**src/rtl/ddr_test_sequencer.sv**
```systemverilog
// DDR traffic test sequencer: waits for stable calibration, then drives write and read-back
// passes on the traffic generator while tracking miscompares, hung phases and calibration loss.
module ddr_test_sequencer #(
    parameter int ADDR_W      = 28,
    parameter int BASE_ADDR   = 0,
    parameter int TEST_LEN    = 4096,
    parameter int NUM_PASSES  = 0,
    parameter int CAL_STABLE  = 16,
    parameter int TIMEOUT_CYC = 1 << 20,
    parameter int AUTO_START  = 1,
    parameter int STOP_ON_ERR = 0
) (
    input  logic              clk,
    input  logic              rst_n,
    input  logic              init_calib_complete,
    input  logic              start_i,
    input  logic              clear_i,
    output logic              gen_start_o,
    output logic              gen_mode_o,
    output logic [ADDR_W-1:0] gen_base_o,
    output logic [ADDR_W-1:0] gen_len_o,
    output logic [15:0]       gen_seed_o,
    input  logic              gen_done_i,
    input  logic              gen_err_i,
    output logic              busy_o,
    output logic              done_o,
    output logic              error_o,
    output logic              timeout_o,
    output logic              calib_lost_o,
    output logic [15:0]       pass_cnt_o,
    output logic [15:0]       err_cnt_o
);

    localparam int TMR_W = 25;
    localparam int CAL_W = $clog2(CAL_STABLE + 1);
    localparam logic [CAL_W-1:0] CAL_LAST = CAL_W'(CAL_STABLE - 1);
    localparam logic [TMR_W-1:0] TMO_LIM  = TMR_W'(TIMEOUT_CYC);
    localparam logic [15:0]      PASS_LIM = 16'(NUM_PASSES);

    typedef enum logic [3:0] {
        S_IDLE     = 4'd0,
        S_WAIT_CAL = 4'd1,
        S_WR_GO    = 4'd2,
        S_WR_BUSY  = 4'd3,
        S_RD_GO    = 4'd4,
        S_RD_BUSY  = 4'd5,
        S_PASS_END = 4'd6,
        S_DONE     = 4'd7,
        S_FAIL     = 4'd8
    } state_t;

    function automatic logic [15:0] sat_inc16(input logic [15:0] v);
        if (v == 16'hFFFF) begin
            sat_inc16 = 16'hFFFF;
        end else begin
            sat_inc16 = v + 16'd1;
        end
    endfunction

    state_t             r_state;
    state_t             w_state_nxt;
    logic [CAL_W-1:0]   r_cal_cnt;
    logic [TMR_W-1:0]   r_timer;
    logic [TMR_W-1:0]   w_timer_inc;
    logic [15:0]        r_pass_cnt;
    logic [15:0]        r_err_cnt;
    logic [15:0]        w_pass_inc;
    logic               r_error;
    logic               r_timeout;
    logic               r_calib_lost;
    logic               r_gen_start;
    logic               r_gen_mode;
    logic               r_busy;
    logic               r_done;
    logic               w_gen_start_nxt;
    logic               w_gen_mode_nxt;
    logic               w_busy_nxt;
    logic               w_done_nxt;
    logic               w_in_run;
    logic               w_busy_phase;
    logic               w_calib_loss;
    logic               w_tmo_hit;
    logic               w_err_hit;
    logic               w_last_pass;

    assign w_in_run     = (r_state == S_WR_GO)   || (r_state == S_WR_BUSY) ||
                          (r_state == S_RD_GO)   || (r_state == S_RD_BUSY) ||
                          (r_state == S_PASS_END);
    assign w_busy_phase = (r_state == S_WR_BUSY) || (r_state == S_RD_BUSY);
    assign w_calib_loss = w_in_run && !init_calib_complete;
    assign w_timer_inc  = r_timer + 25'd1;
    // A completing phase beats the timer in the same cycle; calib loss takes precedence.
    assign w_tmo_hit    = w_busy_phase && !gen_done_i && !w_calib_loss && (w_timer_inc >= TMO_LIM);
    assign w_err_hit    = (r_state == S_RD_BUSY) && gen_err_i;
    assign w_pass_inc   = sat_inc16(r_pass_cnt);
    assign w_last_pass  = (NUM_PASSES != 0) && (w_pass_inc == PASS_LIM);

    // State register.
    always_ff @(posedge clk or negedge rst_n) begin
        if (!rst_n) begin
            r_state <= S_IDLE;
        end else begin
            r_state <= w_state_nxt;
        end
    end

    // Next-state decode; clear wins over everything, then calibration loss.
    always_comb begin
        w_state_nxt = r_state;
        if (clear_i) begin
            w_state_nxt = S_IDLE;
        end else if (w_calib_loss) begin
            w_state_nxt = S_FAIL;
        end else begin
            case (r_state)
                S_IDLE: begin
                    if (start_i || (AUTO_START != 0)) begin
                        w_state_nxt = S_WAIT_CAL;
                    end else begin
                        w_state_nxt = S_IDLE;
                    end
                end
                S_WAIT_CAL: begin
                    if (init_calib_complete && (r_cal_cnt == CAL_LAST)) begin
                        w_state_nxt = S_WR_GO;
                    end else begin
                        w_state_nxt = S_WAIT_CAL;
                    end
                end
                S_WR_GO: w_state_nxt = S_WR_BUSY;
                S_WR_BUSY: begin
                    if (gen_done_i) begin
                        w_state_nxt = S_RD_GO;
                    end else if (w_tmo_hit) begin
                        w_state_nxt = S_FAIL;
                    end else begin
                        w_state_nxt = S_WR_BUSY;
                    end
                end
                S_RD_GO: w_state_nxt = S_RD_BUSY;
                S_RD_BUSY: begin
                    if (w_err_hit && (STOP_ON_ERR != 0)) begin
                        w_state_nxt = S_FAIL;
                    end else if (gen_done_i) begin
                        w_state_nxt = S_PASS_END;
                    end else if (w_tmo_hit) begin
                        w_state_nxt = S_FAIL;
                    end else begin
                        w_state_nxt = S_RD_BUSY;
                    end
                end
                S_PASS_END: begin
                    if (w_last_pass) begin
                        w_state_nxt = S_DONE;
                    end else begin
                        w_state_nxt = S_WR_GO;
                    end
                end
                S_DONE:  w_state_nxt = S_DONE;
                S_FAIL:  w_state_nxt = S_FAIL;
                default: w_state_nxt = S_IDLE;
            endcase
        end
    end

    // State-derived output decode, registered below so it trails the state by one cycle.
    always_comb begin
        w_gen_start_nxt = 1'b0;
        w_gen_mode_nxt  = r_gen_mode;
        w_busy_nxt      = 1'b0;
        w_done_nxt      = 1'b0;
        case (r_state)
            S_IDLE:     w_busy_nxt = 1'b0;
            S_WAIT_CAL: w_busy_nxt = 1'b1;
            S_WR_GO: begin
                w_gen_start_nxt = 1'b1;
                w_gen_mode_nxt  = 1'b0;
                w_busy_nxt      = 1'b1;
            end
            S_WR_BUSY:  w_busy_nxt = 1'b1;
            S_RD_GO: begin
                w_gen_start_nxt = 1'b1;
                w_gen_mode_nxt  = 1'b1;
                w_busy_nxt      = 1'b1;
            end
            S_RD_BUSY:  w_busy_nxt = 1'b1;
            S_PASS_END: w_busy_nxt = 1'b1;
            S_DONE:     w_done_nxt = 1'b1;
            S_FAIL:     w_done_nxt = 1'b0;
            default:    w_busy_nxt = 1'b0;
        endcase
    end

    // Output registers for the state-derived strobes and levels.
    always_ff @(posedge clk or negedge rst_n) begin
        if (!rst_n) begin
            r_gen_start <= 1'b0;
            r_gen_mode  <= 1'b0;
            r_busy      <= 1'b0;
            r_done      <= 1'b0;
        end else begin
            r_gen_start <= w_gen_start_nxt;
            r_gen_mode  <= w_gen_mode_nxt;
            r_busy      <= w_busy_nxt;
            r_done      <= w_done_nxt;
        end
    end

    // Counters, phase timer and sticky status flags.
    always_ff @(posedge clk or negedge rst_n) begin
        if (!rst_n) begin
            r_cal_cnt    <= '0;
            r_timer      <= '0;
            r_pass_cnt   <= 16'd0;
            r_err_cnt    <= 16'd0;
            r_error      <= 1'b0;
            r_timeout    <= 1'b0;
            r_calib_lost <= 1'b0;
        end else if (clear_i) begin
            r_cal_cnt    <= '0;
            r_timer      <= '0;
            r_pass_cnt   <= 16'd0;
            r_err_cnt    <= 16'd0;
            r_error      <= 1'b0;
            r_timeout    <= 1'b0;
            r_calib_lost <= 1'b0;
        end else begin
            if ((r_state == S_WAIT_CAL) && init_calib_complete) begin
                r_cal_cnt <= r_cal_cnt + 1'b1;
            end else begin
                r_cal_cnt <= '0;
            end

            if ((r_state == S_WR_GO) || (r_state == S_RD_GO)) begin
                r_timer <= '0;
            end else if (w_busy_phase) begin
                r_timer <= w_timer_inc;
            end else begin
                r_timer <= r_timer;
            end

            if ((r_state == S_PASS_END) && !w_calib_loss) begin
                r_pass_cnt <= w_pass_inc;
            end else begin
                r_pass_cnt <= r_pass_cnt;
            end

            if (w_err_hit) begin
                r_err_cnt <= sat_inc16(r_err_cnt);
            end else begin
                r_err_cnt <= r_err_cnt;
            end

            r_error      <= r_error | w_err_hit | w_tmo_hit | w_calib_loss;
            r_timeout    <= r_timeout | w_tmo_hit;
            r_calib_lost <= r_calib_lost | w_calib_loss;
        end
    end

    assign gen_start_o  = r_gen_start;
    assign gen_mode_o   = r_gen_mode;
    assign gen_base_o   = ADDR_W'(BASE_ADDR);
    assign gen_len_o    = ADDR_W'(TEST_LEN);
    assign gen_seed_o   = r_pass_cnt;
    assign busy_o       = r_busy;
    assign done_o       = r_done;
    assign error_o      = r_error;
    assign timeout_o    = r_timeout;
    assign calib_lost_o = r_calib_lost;
    assign pass_cnt_o   = r_pass_cnt;
    assign err_cnt_o    = r_err_cnt;

endmodule

```
**config.mk**
```make
export PLATFORM = sky130hd
export DESIGN_NAME = ddr_test_sequencer
export DESIGN_NICKNAME = d
export VERILOG_FILES = /design/src/rtl/ddr_test_sequencer.sv
export SDC_FILE = /design/constraint.sdc
export NUM_CORES = 1
export LEC_CHECK = 0
export CELL_PAD_IN_SITES_DETAIL_PLACEMENT = 1
export CELL_PAD_IN_SITES_GLOBAL_PLACEMENT = 1
export CORE_ASPECT_RATIO = 0.5
export CORE_UTILIZATION = 33
export DETAILED_ROUTE_END_ITERATION = 12
export HOLD_SLACK_MARGIN = 0.1
export PLACE_DENSITY = 0.81
export SLEW_MARGIN = 15
export SYNTH_ARGS = -nofsm -noshare
export SYNTH_HDL_FRONTEND = slang
export SYNTH_SLANG_ARGS = --single-unit
```
**constraint.sdc**
```tcl
create_clock -name clk -period 1.75 [get_ports clk]
set_input_delay 0.175 -clock clk [delete_from_list [all_inputs] [get_ports clk]]
set_output_delay 0.175 -clock clk [all_outputs]
set_load 0.005 [all_outputs]
```
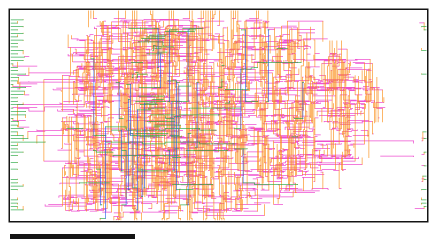
**Above:** wiring by layer.
The bar under the picture is 50 um long.
Green is M3, wire length 841 um. Orange is M2, wire length 8960 um. Blue is M4, wire length 651 um. Magenta is M1, wire length 7040 um.

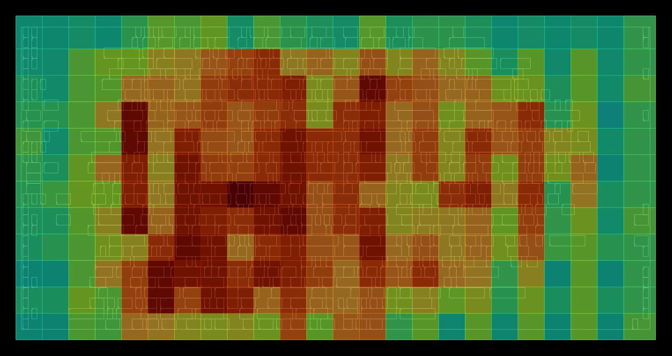
**Above:** track usage over the die.
met3 global-route usage: 0.0424
layer with the highest usage: met2

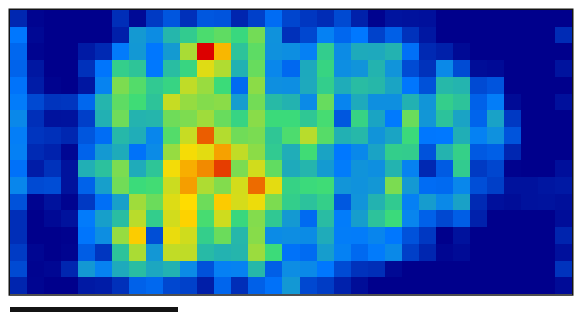
**Above:** routed metal per tile.
The bar under the picture is 50 um long. 33 x 17 tiles, from dark blue (low) to red (high), scaled to the fullest tile. Values are wire area over tile area, all layers added.
20% of the tiles are nearly empty. The emptiest ninth of the die: bottom right. The mean over all tiles is 0.20. The densest ninth of the die: middle. 16% of the tiles are over half the peak.

==> impl_metrics.env <==
# flow metrics
export IMPL_status="finished with violations"
export IMPL_violations="negative setup slack"
export IMPL_postCtsHoldBufs=1
export IMPL_clkPwrFrac=0.481
export IMPL_synthAoiAreaFrac=0.135
export IMPL_timing_hold_ws_ns=0.468
export IMPL_synth_adder_area_share=0.0167
export IMPL_seq_cells=73
export IMPL_pg_comb_mw=0.174
export IMPL_initialDrtViolationCount=197
export IMPL_port_buffers=60
export IMPL_slew_viol_final=0
export IMPL_track_usage=0.226
export IMPL_num_vias=4598
export IMPL_cp_arrival_ns=2.36
export IMPL_dr_pass1_iters=4
export IMPL_num_nonclk_buffers=182
export IMPL_r2r_cells=9
export IMPL_n_clock_buffer=14
export IMPL_seqPwrFrac=0.470
export IMPL_rsz0062_at_grt="true"
export IMPL_regArea_mm2=0.00183
export IMPL_clk_share=0.0404
export IMPL_worstPathRequired_ns=2.00
export IMPL_period_needed_ns=2.11
export IMPL_regMostFlops="r_timer"
export IMPL_fin_util=0.505
export IMPL_cts_sinks=73
export IMPL_edf_count=0
export IMPL_nWellTaps=170
export IMPL_pwr_share_comb=0.048
export IMPL_crit_end="r_state[3]"
export IMPL_path_depth=9
export IMPL_viasPerCell=5.44
export IMPL_cts_tree="done"
export IMPL_ys_seq_share=0.407
export IMPL_htree_levels=3
export IMPL_top_layer="met4"
export IMPL_wl_met1_um=7040
export IMPL_core_mm2=0.0130
export IMPL_clock_fmax_mhz=474
export IMPL_internal_power_mw=2.76
export IMPL_finalSetupViolations=38
export IMPL_powerClk_mw=1.73
export IMPL_overflow=0
export IMPL_p_per_area_mw_per_mm2=551
export IMPL_syn_avg_cell_area_um2=8.66
export IMPL_area_growth_pct=45.6
export IMPL_synthTopCellsByCount="dfrtp_1 (73), buf_4 (72), nor2_1 (70)"
export IMPL_postCtsResizedCells=42
export IMPL_drive_gt1_frac=0.326
export IMPL_path_max_fanout=4
export IMPL_grt_pass1_vias=4798
export IMPL_top_area_cell="dfrtp_1"
export IMPL_grt_util_met2=0.417
export IMPL_buffer_area_frac=0.243
export IMPL_lay_top_cells="buf_4 (106), dfrtp_1 (70), nor2_1 (62)"
export IMPL_ioPinCount=118
export IMPL_met2_length_um=8960
export IMPL_ys_ff=73
export IMPL_fp_util=0.347
export IMPL_dominant_cells="multi-input combinational cells"
export IMPL_grt_max_degree=74
export IMPL_num_fill_cells=1483
export IMPL_timing_final_ws_setup_ns=-0.358
export IMPL_power_leakage_nw=2.92
